$ cat src/rtl/apb_pkg.sv
// Shared APB definitions for the completer register file and the master bridge:
// bus widths, transfer state encoding and the read data returned on an error.
package apb_pkg;

    localparam int APB_DW = 32;
    localparam int APB_AW = 32;

    typedef enum logic [1:0] {
        ST_IDLE = 2'd0,
        ST_WAIT = 2'd1,
        ST_RESP = 2'd2
    } apb_state_t;

    localparam logic [APB_DW-1:0] APB_ERR_RDATA = '0;

endpackage

$ cat src/rtl/apb_regfile.sv
// DEPTH x 32 register array: one synchronous write port, one combinational
// read port, every entry returns to RESET_VAL on reset.
module apb_regfile
    import apb_pkg::*;
#(
    parameter int                DEPTH     = 16,
    parameter logic [APB_DW-1:0] RESET_VAL = '0,
    localparam int               IW        = $clog2(DEPTH)
) (
    input  logic              clk,
    input  logic              rst,
    input  logic              wr_en,
    input  logic [IW-1:0]     wr_idx,
    input  logic [APB_DW-1:0] wr_data,
    input  logic [IW-1:0]     rd_idx,
    output logic [APB_DW-1:0] rd_data
);

    logic [APB_DW-1:0] mem_reg [DEPTH];

    genvar gi;
    generate
        for (gi = 0; gi < DEPTH; gi++) begin : g_reg
            always_ff @(posedge clk or posedge rst) begin
                if (rst) begin
                    mem_reg[gi] <= RESET_VAL;
                end else if (wr_en && (wr_idx == IW'(gi))) begin
                    mem_reg[gi] <= wr_data;
                end
            end
        end
    endgenerate

    assign rd_data = mem_reg[rd_idx];

endmodule

$ cat src/rtl/apb_slave_regfile.sv
// APB completer in front of a small register file, with a fixed number of
// PREADY-low wait states per access and PSLVERR on out-of-range addresses.
module apb_slave_regfile
    import apb_pkg::*;
#(
    parameter int                DEPTH       = 16,
    parameter int                ADDR_LSB    = 1,
    parameter int                WAIT_CYCLES = 1,
    parameter logic [APB_DW-1:0] RESET_VAL   = '0
) (
    input  logic              PCLK,
    input  logic              PRESET,
    input  logic              PSEL,
    input  logic              PENABLE,
    input  logic              PWRITE,
    input  logic [APB_AW-1:0] PADDR,
    input  logic [APB_DW-1:0] PWDATA,
    output logic [APB_DW-1:0] PRDATA,
    output logic              PREADY,
    output logic              PSLVERR
);

    localparam int IW     = $clog2(DEPTH);
    localparam int HI_LSB = ADDR_LSB + IW;
    localparam int CW     = 4;

    apb_state_t        state_reg, state_next;
    logic [CW-1:0]     cnt_reg, cnt_next;
    logic              write_reg, write_next;
    logic              err_reg, err_next;
    logic [IW-1:0]     idx_reg, idx_next;
    logic [APB_DW-1:0] wdata_reg, wdata_next;
    logic [APB_DW-1:0] prdata_reg, prdata_next;
    logic              pready_reg, pready_next;
    logic              pslverr_reg, pslverr_next;

    logic              setup;
    logic              addr_err;
    logic              addr_unused;
    logic [IW-1:0]     addr_idx;
    logic [IW-1:0]     rd_idx;
    logic [APB_DW-1:0] rd_data;
    logic              cur_write;
    logic              cur_err;
    logic              wr_en;

    assign setup       = PSEL && !PENABLE;
    assign addr_idx    = PADDR[ADDR_LSB +: IW];
    assign addr_err    = (PADDR >> HI_LSB) != '0;
    assign addr_unused = ^PADDR;

    // With zero wait states the response is built on the setup edge itself,
    // so the live bus fields are used until they have been latched.
    assign rd_idx    = (state_reg == ST_IDLE) ? addr_idx : idx_reg;
    assign cur_write = (state_reg == ST_IDLE) ? PWRITE   : write_reg;
    assign cur_err   = (state_reg == ST_IDLE) ? addr_err : err_reg;

    assign wr_en = (state_reg == ST_RESP) && PSEL && PENABLE && write_reg && !err_reg;

    apb_regfile #(
        .DEPTH    (DEPTH),
        .RESET_VAL(RESET_VAL)
    ) u_regfile (
        .clk    (PCLK),
        .rst    (PRESET),
        .wr_en  (wr_en),
        .wr_idx (idx_reg),
        .wr_data(wdata_reg),
        .rd_idx (rd_idx),
        .rd_data(rd_data)
    );

    always_ff @(posedge PCLK or posedge PRESET) begin
        if (PRESET) begin
            state_reg   <= ST_IDLE;
            cnt_reg     <= '0;
            write_reg   <= 1'b0;
            err_reg     <= 1'b0;
            idx_reg     <= '0;
            wdata_reg   <= '0;
            prdata_reg  <= '0;
            pready_reg  <= 1'b0;
            pslverr_reg <= 1'b0;
        end else begin
            state_reg   <= state_next;
            cnt_reg     <= cnt_next;
            write_reg   <= write_next;
            err_reg     <= err_next;
            idx_reg     <= idx_next;
            wdata_reg   <= wdata_next;
            prdata_reg  <= prdata_next;
            pready_reg  <= pready_next;
            pslverr_reg <= pslverr_next;
        end
    end

    always_comb begin
        state_next = state_reg;
        case (state_reg)
            ST_IDLE: if (setup) state_next = (WAIT_CYCLES == 0) ? ST_RESP : ST_WAIT;
            ST_WAIT: begin
                if (!PSEL)              state_next = ST_IDLE;
                else if (cnt_reg == '0) state_next = ST_RESP;
            end
            ST_RESP: state_next = ST_IDLE;
            default: state_next = ST_IDLE;
        endcase
    end

    always_comb begin
        cnt_next     = cnt_reg;
        write_next   = write_reg;
        err_next     = err_reg;
        idx_next     = idx_reg;
        wdata_next   = wdata_reg;
        prdata_next  = '0;
        pready_next  = 1'b0;
        pslverr_next = 1'b0;

        if ((state_reg == ST_IDLE) && setup) begin
            write_next = PWRITE;
            err_next   = addr_err;
            idx_next   = addr_idx;
            wdata_next = PWDATA;
            cnt_next   = (WAIT_CYCLES == 0) ? '0 : CW'(WAIT_CYCLES - 1);
        end

        if ((state_reg == ST_WAIT) && (state_next == ST_WAIT)) begin
            cnt_next = cnt_reg - 1'b1;
        end

        if (state_next == ST_RESP) begin
            pready_next  = 1'b1;
            pslverr_next = cur_err;
            if (!cur_write) prdata_next = cur_err ? APB_ERR_RDATA : rd_data;
        end
    end

    assign PRDATA  = prdata_reg;
    assign PREADY  = pready_reg;
    assign PSLVERR = pslverr_reg;

endmodule

$ cat config.mk
export PLATFORM = sky130hd
export DESIGN_NAME = apb_slave_regfile
export DESIGN_NICKNAME = d
export VERILOG_FILES = /design/src/rtl/apb_pkg.sv /design/src/rtl/apb_regfile.sv /design/src/rtl/apb_slave_regfile.sv
export SDC_FILE = /design/constraint.sdc
export NUM_CORES = 1
export LEC_CHECK = 0
export ABC_CLOCK_PERIOD_IN_PS = 31900
export CORE_MARGIN = 2
export CORE_UTILIZATION = 66
export DETAILED_ROUTE_END_ITERATION = 10
export PLACE_DENSITY = 0.85
export SYNTH_ARGS = -nofsm -noshare
export SYNTH_HDL_FRONTEND = slang
export SYNTH_SLANG_ARGS = --single-unit
$ cat constraint.sdc
create_clock -name PCLK -period 31.9 [get_ports PCLK]
set_input_delay 6.38 -clock PCLK [delete_from_list [all_inputs] [get_ports PCLK]]
set_output_delay 6.38 -clock PCLK [all_outputs]
set_load 0.1 [all_outputs]
==> run_1/met1.png <==
Supply wires on this layer in grey.
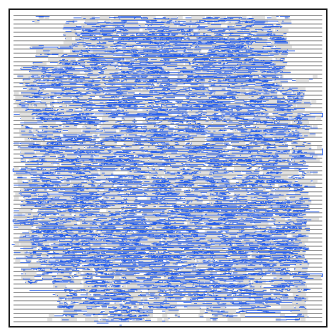
main direction: horizontal
share of all routed wire: 40%
grt met1 use: 42.6%
via count: 17.9k
DRT Wirelength: 66,500 um

==> run_1/clock_map.png <==
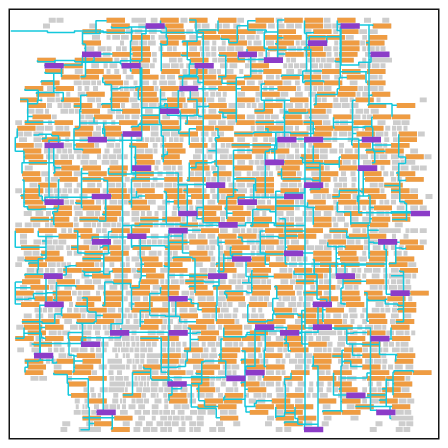
[cells driving clock nets] purple | count: 58
[clock wires] cyan | length: 6,330 um
[flip-flops] orange | count: 590
routed clock nets: 59
clock latency on the worst-skew pair: 0.61 ns
clock-net power: 0.719 mW
Clk pwr share: 43.6%

==> run_1/drive_strength.png <==
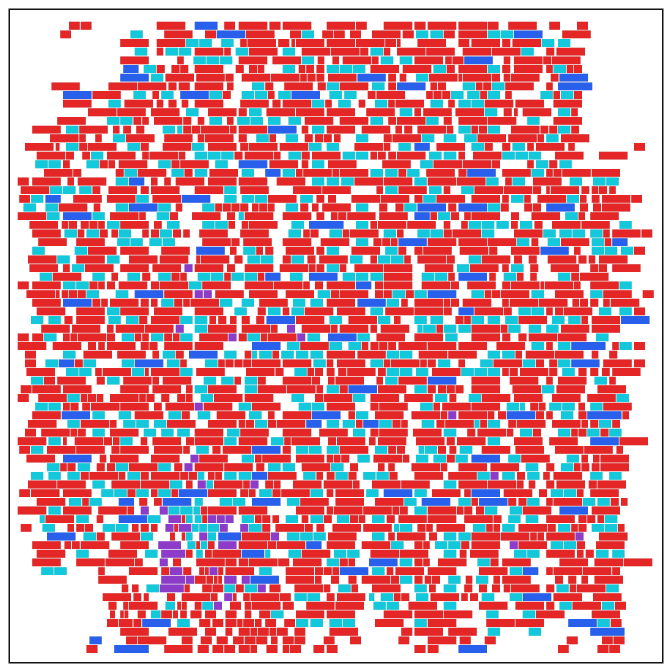
[drive 3 to 4] purple | cells: 42 | share: 2.0% | most used: buf_4
[drive 1 or less] red | cells: 1,367 | share: 66% | most used: dfrtp_1
[drive 6 and up] blue | cells: 88 | share: 4.2% | most used: clkbuf_16
[drive 2] cyan | cells: 578 | share: 28% | most used: mux2_2
area grow syn2layout: 11.9%
nonclk buf count: 134
final setup margin: 21.79 ns
Final Cell Area: 0.0298 mm^2

==> results.txt, run 1 <==
fresh numbers from the pnr run: FMAX=98.9 MHz, area fraction in and, or, nand and nor cells=9.24%, Root Buffer=clkbuf_16, Comb. pwr=0.134 mW, via/cell ratio=6.87, post_cts resized=0, Filler Cells Inserted=2,412, clock tree buffer depth=3, I/O Buffers=101, Cell variety after synth=39, R2R Path End=PRDATA[17]$_DFF_PP0_, first-pass GRT wire length=104,000 um, status=complete, no violations, crit end category=flip-flop, internal reg-to-reg setup slack=27.39 ns, Top Metal Used=met4, Log Warnings=39, power share of the sequential group=48.3%, post-synthesis cell area=0.0266 mm^2, Hold Startpoint=cnt_reg[3]$_DFFE_PP0P_, Post-synth EDFFs=0, Seq group=0.798 mW, fin util=75.0%, clk cell area share=6.89%, Cell Pwr Density=55.4 mW/mm^2, adder share=0.0470%, Crit Path Category=in -> reg, most frequent logic cell in the layout=dfrtp_1, DR WL met3=4280 um, sequential area share after synthesis=55.4%, top cells, area=dfrtp_1 55%, mux2_2 23%, a211oi_1 7.2%, and3_1 6.1%, or4_1 1.8%, number of cell rows=73, yosys cell count=2,041, path type of the worst min-delay path=reg -> reg, clock buffer count from CTS=58, GR Util met2=52.1%, Setup Skew=0.0102 ns, Pre-antenna DRT Iters=5, Synth Instances=2,041, most frequent cells in the layout=590 x dfrtp_1, 548 x mux2_2, 256 x and3_1, 256 x a211oi_1, 101 x clkdlybuf4s50_1, RSZ-0062 raised after global routing=no, Hold EP=cnt_reg[3]$_DFFE_PP0P_, die area=0.0420 mm^2, largest area contributor in the synthesized netlist=dfrtp_1, post-layout period usage of the worst path=31.7%, CTS tree=built, Slew HR=20.8%, number of H-tree levels=2, grt ovf=0, Leak=15.1 nW, Critical Path Fanout Max=153, met3 Use GR=4.87%, post-route ant nets=0, clk sinks=590, Hold Violations, Final=0, die width=205 um, Seq area share=49.5%, Peak VDD IR=44.3 uV, Die Y=205 um, Switching Share=24.9%, clock buffer count=89, Combinational Area=0.0110 mm^2, Avg Inst Size Synth=13.0 um^2, n_taps=525, Largest logic family=multiplexers, largest net degree at the start of global routing=257, P_int=1.24 mW, yosys warns=0, Comb power frac=8.1%, non-clock buffer share of cell area=4.31%, CP bufs+invs=2, Slew @ Worst Pin=1.19 ns, Final Setup Violations=0, Slew Limit Fails=0, CP startpoint=PADDR[1], Dominant cell area share=55.4%, total core area=0.0397 mm^2, met2 WL=32,400 um, Hold Path Cell Cnt=1, Crit path arrival time=10.58 ns, CP top delay family=simple AND/OR/NAND/NOR gates, met1 WL=26,500 um, Worst Setup EP=PRDATA[17]$_DFF_PP0_, R2R depth=6, Seq Cell Count=590, CP Launch Type=input port, Synth flops=590, DR iter-0 viols=1,600, Async SR Flop Fraction=100%
run 1: metrics by stage:
step	setup slack (ns)	hold WS (ns)	std cells	total power, mW	instance area (um^2)
global route	21.63	0.500	2600	1.70	29800
CTS	21.88	0.479	2600	1.65	29800
global placement	21.30	0.455	2492	0.937	27700
finish	21.79	0.477	2600	1.65	29800
floorplan	9.01	0.443	2041	0.894	26600
detailed placement	21.27	0.471	2492	0.942	27700
run 1: synthesized netlist by cell type, drive strengths merged, types with 3 or more instances:
cell type	instances
nand4	4
nor3	7
o21a	3
clkbuf	108
and3	260
mux2	548
inv	6
buf	100
nor3b	3
nand2	14
nor2	3
dfrtp	590
or4	64
o21ai	7
nor4	10
or3b	5
a211oi	256
nand2b	4
o22ai	34
==> run 2, diff against run 1 <==
--- a/config.mk
+++ b/config.mk
@@ -5,11 +5,11 @@
 export SDC_FILE = /design/constraint.sdc
 export NUM_CORES = 1
 export LEC_CHECK = 0
-export ABC_CLOCK_PERIOD_IN_PS = 31900
+export ABC_CLOCK_PERIOD_IN_PS = 10200
 export CORE_MARGIN = 2
-export CORE_UTILIZATION = 66
+export CORE_UTILIZATION = 61
 export DETAILED_ROUTE_END_ITERATION = 10
-export PLACE_DENSITY = 0.85
+export PLACE_DENSITY = 0.8
 export SYNTH_ARGS = -nofsm -noshare
 export SYNTH_HDL_FRONTEND = slang
 export SYNTH_SLANG_ARGS = --single-unit
==> constraint.sdc (replaced) <==
create_clock -name PCLK -period 10.2 [get_ports PCLK]
set_input_delay 2.04 -clock PCLK [delete_from_list [all_inputs] [get_ports PCLK]]
set_output_delay 2.04 -clock PCLK [all_outputs]
set_load 0.1 [all_outputs]
==> results.txt, run 2 <==
fresh numbers from the pnr run: area grow syn2layout=11.9%, Cell Chain, Critical Path=clkdlybuf4s50_1 > or3b_4 > nand2_8 > buf_4 > a211oi_1 > or4_1 > o22ai_1, grt ovf=0, drt drc=0, Top Metal Used=met4, number of cell rows=76, met2 WL=33,100 um, met3 Use GR=4.34%, die width=213 um, CP bufs+invs=2, Diodes inserted=0, Cell Pwr Density=170 mW/mm^2, GP Congestion=0.758, # nets final=2,099, Slew HR=23.4%, fin crit period=5.59 ns, clk slew on worst S/H paths=0.06 ns, Wirelength per Cell=24.9 um, dpl ws=4.03 ns, Dominant cell area share=55.4%, dominant synthesized flop cell=dfrtp_1, Peak VDD IR=133 uV, fin util=69.2%, Filler Cells Inserted=2,939, yosys cell count=2,041, Hold Startpoint=cnt_reg[3]$_DFFE_PP0P_, number of global-route vias before repair=18.3k, share of cells above drive strength 1=33.8%, Crit Path Category=in -> reg, setup TNS=0 ns, GR Util met2=49.6%, dpl cells=2,553, critical path's largest stage delay=0.94 ns, post-synthesis cell area=0.0266 mm^2, Post-synth EDFFs=0, die area=0.0453 mm^2, yosys warns=0, yosys stat area=0.0266 mm^2, Avg Inst Size Synth=13.0 um^2, CP top delay family=simple AND/OR/NAND/NOR gates, final setup margin=4.61 ns, largest area contributor in the synthesized netlist=dfrtp_1, R2R Path Start=state_reg[0]$_DFF_PP0_, crit end category=flip-flop, path type of the worst min-delay path=reg -> reg, Largest register FFs=512, Async SR Flop Fraction=100%, Cell variety after synth=39, via count=17.6k, cts hold-fix bufs=0, Hold WS=0.471 ns, Slew @ Worst Pin=1.15 ns, number of H-tree levels=2, most frequent logic cell in the layout=dfrtp_1, CP startpoint=PADDR[1], Log Warnings=39, internal reg-to-reg setup slack=5.86 ns, total area of sequential cells=0.0148 mm^2, Synth flops=590, clk sinks=590, DR iter-0 viols=1,548, first-pass GRT wire length=103,000 um, status=complete, no violations, met1 WL=26,900 um, Pre-antenna DRT Iters=5, FP Util=61.8%, Hold EP=cnt_reg[3]$_DFFE_PP0P_, Worst path slowest cell=buf_4, Slew Limit Fails=0, Overall Global Routing Usage=29.6%, CP Launch Type=input port, sequential area share after synthesis=55.4%, Post-DP Area=0.0278 mm^2, antenna violations before repair=0, post-layout period usage of the worst path=54.8%, FMAX=179 MHz, most frequent cells in the layout=590 x dfrtp_1, 548 x mux2_2, 256 x and3_1, 256 x a211oi_1, 101 x clkdlybuf4s50_1, grt peak-use layer=met2, total core area=0.0431 mm^2, R2R Path End=PRDATA[19]$_DFF_PP0_, Combinational Area=0.0110 mm^2, Final Cell Area=0.0298 mm^2, RSZ-0062 raised after global routing=no, Post-DP HPWL=32,900 um, via/cell ratio=6.63, Crit path arrival time=6.10 ns, Die Y=213 um, Leak=15.0 nW, # IOs=103, Setup Fix Bufs, Post-CTS=0, CTS tree=built, Stages on worst setup path=7, Nets at Floorplan=2,111, Root Buffer=clkbuf_16, post-route ant nets=0, Critical Path Fanout Max=161, Finished Layout Cells=2,656, Synth Instances=2,041, Final Total Pwr=5.07 mW, critical path required time=10.71 ns, grt met1 use=39.0%, DR WL met3=3940 um, Worst Setup EP=PRDATA[19]$_DFF_PP0_, Hold Path Cell Cnt=1, clock tree buffer depth=3, Max Cap Viol=0, DRT Wirelength=66,100 um, I/O Buffers=101, Yosys top cell by instances=dfrtp_1, R2R depth=6, largest net degree at the start of global routing=257, Final Setup Violations=0, Hold Violations, Final=0, post_cts resized=0, top cells, area=dfrtp_1 55%, mux2_2 23%, a211oi_1 7.2%, and3_1 6.1%, or4_1 1.8%, synth cell count leaders=590 x dfrtp_1, 548 x mux2_2, 260 x and3_1
==> run 2: cell counts after synthesis <==
No cell type changed its count.
==> run 2: cell type report <==
cell class                      instances  share of cell area, %
Tap cell                              585                   2.46
Clock buffer                           94                   6.18
Clock inverter                          9                  0.332
Multi-Input combinational cell       1237                   37.0
Timing Repair Buffer                  135                   4.42
Inverter                                6                 0.0882
Sequential cell                       590                   49.6
==> run 2: logic make-up after synthesis <==
logic type,after synthesis,synth area share (%)
multiplexers,550,23.3
AND-OR/OR-AND,304,8.46
buffers and inverters,214,3.56
AND/OR/NAND/NOR,382,9.24
adder cells (fa/ha/maj),1,0.0470
flip-flops,590,55.4
==> run 2: power by group <==
part	leakage (nW)	switching, mW	internal (mW)
clock	0.961	0.884	1.27
combinational	5.92	0.273	0.146
sequential	8.16	0.125	2.37
total	15.0	1.28	3.79
==> run_2/final_clocks.png <==
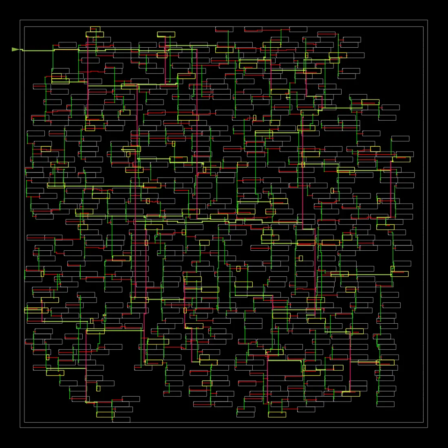
clock buffer count from CTS: 59
Setup Skew: 0.0238 ns
Seq Cell Count: 590
clock latency on the worst-skew pair: 0.62 ns

Power is estimated from default activity; no workload was simulated.
